==> config.mk <==
export PLATFORM = sky130hd
export DESIGN_NAME = sync_ram_init_flat
export DESIGN_NICKNAME = d
export VERILOG_FILES = /design/src/rtl/sync_ram_init_if.sv /design/src/rtl/sync_ram_init.sv /design/src/flat_wrapper.sv
export SDC_FILE = /design/constraint.sdc
export NUM_CORES = 2
export LEC_CHECK = 0
export CAP_MARGIN = 20
export CORE_MARGIN = 2
export CORE_UTILIZATION = 50
export CTS_BUF_LIST = sky130_fd_sc_hd__clkbuf_8 sky130_fd_sc_hd__clkbuf_16
export DETAILED_ROUTE_END_ITERATION = 8
export GPL_TIMING_DRIVEN = 0
export PLACE_DENSITY = 0.65
export SLEW_MARGIN = 20
export SYNTH_ARGS = -nofsm -noshare
export SYNTH_HDL_FRONTEND = slang
export SYNTH_SLANG_ARGS = --single-unit
==> constraint.sdc <==
create_clock -name i_clk -period 43.5 [get_ports i_clk]
set_input_delay 8.7 -clock i_clk [delete_from_list [all_inputs] [get_ports i_clk]]
set_output_delay 8.7 -clock i_clk [all_outputs]
set_load 0.01 [all_outputs]
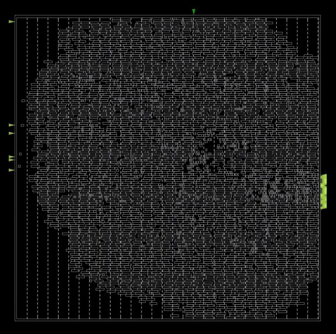
Figure 1: placed standard cells.
Core Region: 161000 um2
flop share of the area: 67.2%

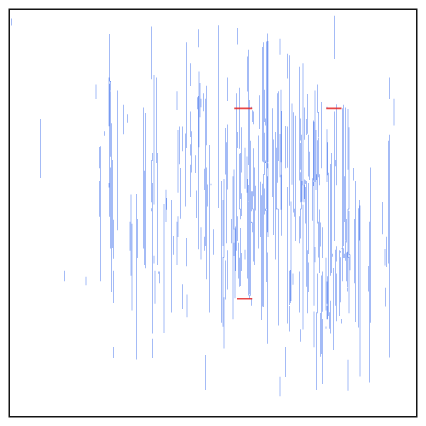
Figure 2: wiring by layer.
Scale: 1 px per um. Only two layers are drawn.
M4 -> blue  # wire length 17000 um
M5 -> red  # wire length 44.2 um
total number of vias: 43.5k
WL/cell: 40.6 um
final wirelength: 263 mm
total global-route track usage: 32.2%

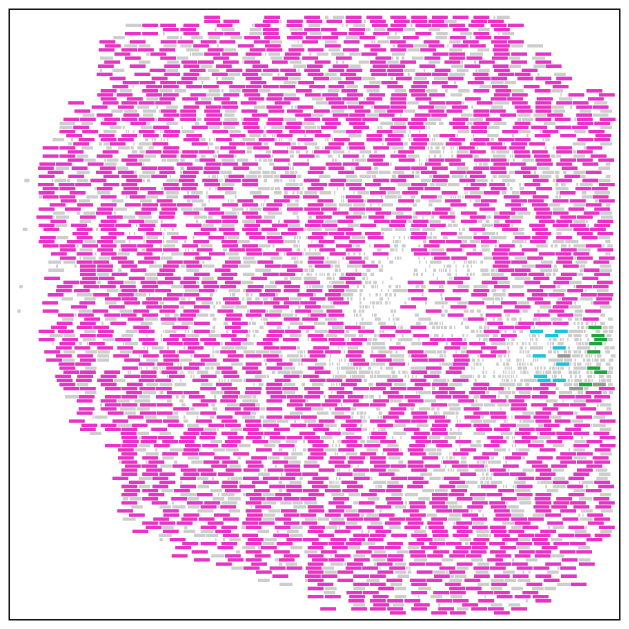
Figure 3: where the registers sit.
Scale: 1.5 px per um.
`u_core.r_init_cnt` -> cyan  # placed flops 9, where right middle
`u_core.s_bus.rdata` -> green  # placed flops 8, where right middle
`u_core.r_mem` -> magenta  # placed flops 2048, where spread over the die
not colored = 3
final core utilization: 57.4%
total area of sequential cells: 62000 um2
power dissipated in sequential cells: 2.22 mW

==> run notes <==
Numbers from the implementation run.

Detailed placement finished with a half-perimeter wire length of 182 mm. After clock tree synthesis, the repair step resized 0 gates. Across the run, the number of max-cap violations was 0. Per the cell usage report, the commonest logic cells after layout are 2048 x sky130_fd_sc_hd__edfxtp_1, 553 x sky130_fd_sc_hd__mux4_2, 297 x sky130_fd_sc_hd__nor2_1. Setup slack on the worst reg-to-reg path comes out at 38.03 ns. The floorplan has 147 rows. The final timing report lists clock skew as 0.0563 ns.

The type recorded for the worst min-delay path is reg -> reg. In this run the vertical extent of the chip is 406 um. The die covers 165000 um2. The number of nets handed over by synthesis was 3730. Per the GRT congestion report, total overflow comes to 0.

TritonCTS built the clock tree. The maximum number of pins on one net before global-route repair is 45. By count the netlist is led by 2048 x sky130_fd_sc_hd__edfxtp_1, 553 x sky130_fd_sc_hd__mux4_2, 304 x sky130_fd_sc_hd__nor2_1, 104 x sky130_fd_sc_hd__mux2i_1, 97 x sky130_fd_sc_hd__nand2_1. The share of the clock period used by the worst path is 36.3%.

The number of buffers inserted for hold repair after clock tree synthesis is 0. The core utilization at floorplan is 50.3%. Post-synthesis, Yosys gives the total cell area as 80800 um2. The count of flip-flops with a built-in enable after synthesis is 2048. The number of levels the H-tree was split into is 4. The total power consumption of the routed design is 4.36 mW.

Setup repair after global routing left no endpoint under its margin. The highest clock rate is 63.3 MHz. The final non-filler cell area is 92200 um2. For this run, the slowest stage of the critical path takes 1.07 ns. The sequential element share of the synthesized area is 76.7%.

The post-detailed-placement cell area is 85700 um2. The max-slew violation count is 0. The category of the worst setup path capture point is a register. The number of unique standard cell types used by synthesis is 66.

Among all flip-flop cells after synthesis, the most frequent one is sky130_fd_sc_hd__edfxtp_1. The worst vdd rail ir drop is 0.0419 mV. Per the slew report, the remaining headroom to the max-slew limit stands at 12.8%. The synthesis report lists the most area-consuming cells as sky130_fd_sc_hd__edfxtp_1 76%, sky130_fd_sc_hd__mux4_2 15%, sky130_fd_sc_hd__nor2_1 1.4%. The die is 406 um wide. The category of the most critical setup path is in -> reg.

As logged by OpenROAD, the buffers inserted on ports number 35. The timing report gives the clock slew at the launch and capture registers of the worst setup and hold paths as 0.06 ns. The register with the most flip-flops in the layout has 2048 of them. The most prevalent standard cell on the critical path is sky130_fd_sc_hd__buf_2. 40 I/O pins were placed. After synthesis, the largest area contributor takes up 76.1% of total cell area. The count of nets left with antenna violations once routing finished came out at 0. The minimum clock period is 15.81 ns. In the final report, the number of endpoints failing setup comes to 0.

The cell count after placement is 6103. The share of flip-flops with an asynchronous set or reset is 0.967%. The final layout contains 4180 nets. The initial antenna violation count is 14. The flow ran to the end, and the final reports show no timing, DRC or antenna violations. The dominant logic cell type in the layout is sky130_fd_sc_hd__edfxtp_1.

Detailed-route iteration 0 reported a violation count of 7808. The worst-margin pin slew is 1.29 ns. For this run the top cell type by instance count after synthesis was sky130_fd_sc_hd__edfxtp_1. The data arrival time at the worst-slack endpoint is 16.49 ns. The proportion of layout cells with a drive suffix above 1 is 29.1%. The worst hold path stage count is 2.

The required time of the critical path is 44.18 ns. The first global-routing pass estimated 352 mm of wire. Summing all multi-input logic gate instances after layout gives 17500 um2. Yosys reported a register bit count of 2068.

The clock reaches the later pin of the worst-skew pair after 0.88 ns. Per the OpenROAD power report, leakage power amounts to 29.7 nW. The iteration count recorded for the first detailed-route pass is 9. Compared with the post-synthesis result, the final layout area differs by 14.1%.

Routability-driven placement finished with a final weighted congestion of 1.03. The maximum fanout along the worst path is 11. The number of global-route vias before repair is 41.6k. The worst reg2reg path depth is 16. The average cell area after synthesis is 21.9 um2. The number of sinks driven by the clock tree is 2068. The count of unresolved DRC violations after routing is 0. Using the TritonRoute via totals, the vias-per-cell ratio works out to 6.72. The final-layout fill cell count is 11.7k. The cell at the root of the clock tree is sky130_fd_sc_hd__clkbuf_16.

For this design, the slowest cell found on the critical path is sky130_fd_sc_hd__clkdlybuf4s50_1. STA classifies the critical path startpoint as an input port. The count of warnings emitted by yosys is 0. The number of standard cells in the layout, taps in and fillers out is 6480.

The number of cells reported by Yosys stat comes to 3698. The total CTS buffers is 201. The report lists the power per cell area as 47.3 nW/um2.

In this run the deepest clock path goes through 3 buffers. In the final report, the number of hold violations comes to 0. The synthesized netlist occupies a cell area of 80800 um2. The biggest area contributor in the post-synthesis netlist is sky130_fd_sc_hd__edfxtp_1. The setup total negative slack is 0 ns. The report lists the cells along the critical path as clkdlybuf4s50_1, clkinv_1, buf_2, buf_2, nand2_1, o22ai_1, o41ai_1, a21oi_1, o41ai_2, buf_4, buf_4, buf_2, buf_2, buf_4, buf_4, buf_2, buf_2, buf_2, buf_4. The number of setup buffers added after CTS is 0. After technology mapping, the gate count stands at 3698. The warning total across the stage logs is 27.
-- metal layers --
metal  up-vias  wire [um]  global-route usage, %
li1      16522          -                      -
met1     23024      94600                   43.3
met2      3306     114000                   45.9
met3       662      36900                   11.7
met4         6      17000                   17.5
met5         -         44                  0.178
-- power by group --
| group | internal [mW] | switching [mW] |
|---|---|---|
| clock | 0.958 | 0.770 |
| sequential | 2.21 | 0.0121 |
| combinational | 0.113 | 0.296 |
-- metrics by stage --
| step | utilization [%] | hold WS (ns) | setup slack, ns |
|---|---|---|---|
| after floorplan | - | 0.450 | 16.06 |
| after global placement | 52.2 | 0.476 | -5.36 |
| after detailed placement | 53.4 | 0.482 | 27.33 |
| after CTS | 57.4 | 0.495 | 28.18 |
| after global routing | 57.4 | 0.539 | 27.86 |
| final | 57.4 | 0.491 | 27.69 |
-- critical path: cells and delay by family --
family / cells / cell delay [ns]
compound gates: 4 / 2.30
buf+inv: 14 / 4.66
simple gates: 1 / 0.74
-- final cells by class --
cell class / instances / area share (%)
Timing Repair Buffer: 247 / 2.21
Antenna cell: 10 / 0.0271
Clock buffer: 201 / 5.46
Clock inverter: 164 / 1.55
Inverter: 13 / 0.0529
Tap cell: 2160 / 2.93
Multi-Input combinational cell: 1402 / 19.0
Buffer: 215 / 1.49
Sequential cell: 2068 / 67.2
-- cells by family (layout without fill, tap and decap cells) --
kind of cell             Yosys count  in the layout  share of synthesized area [%]
AND-OR/OR-AND                    244            244                           2.19
XOR/XNOR                           2              2                         0.0217
adder cells (fa/ha/maj)            2              2                         0.0310
buffers and inverters            228            840                           1.70
flip-flops                      2068           2068                           76.7
multiplexers                     673            673                           16.9
other                              0             10                              0
AND/OR/NAND/NOR                  481            481                           2.43
No activity file was given, so power comes from the tool's default toggle rates.
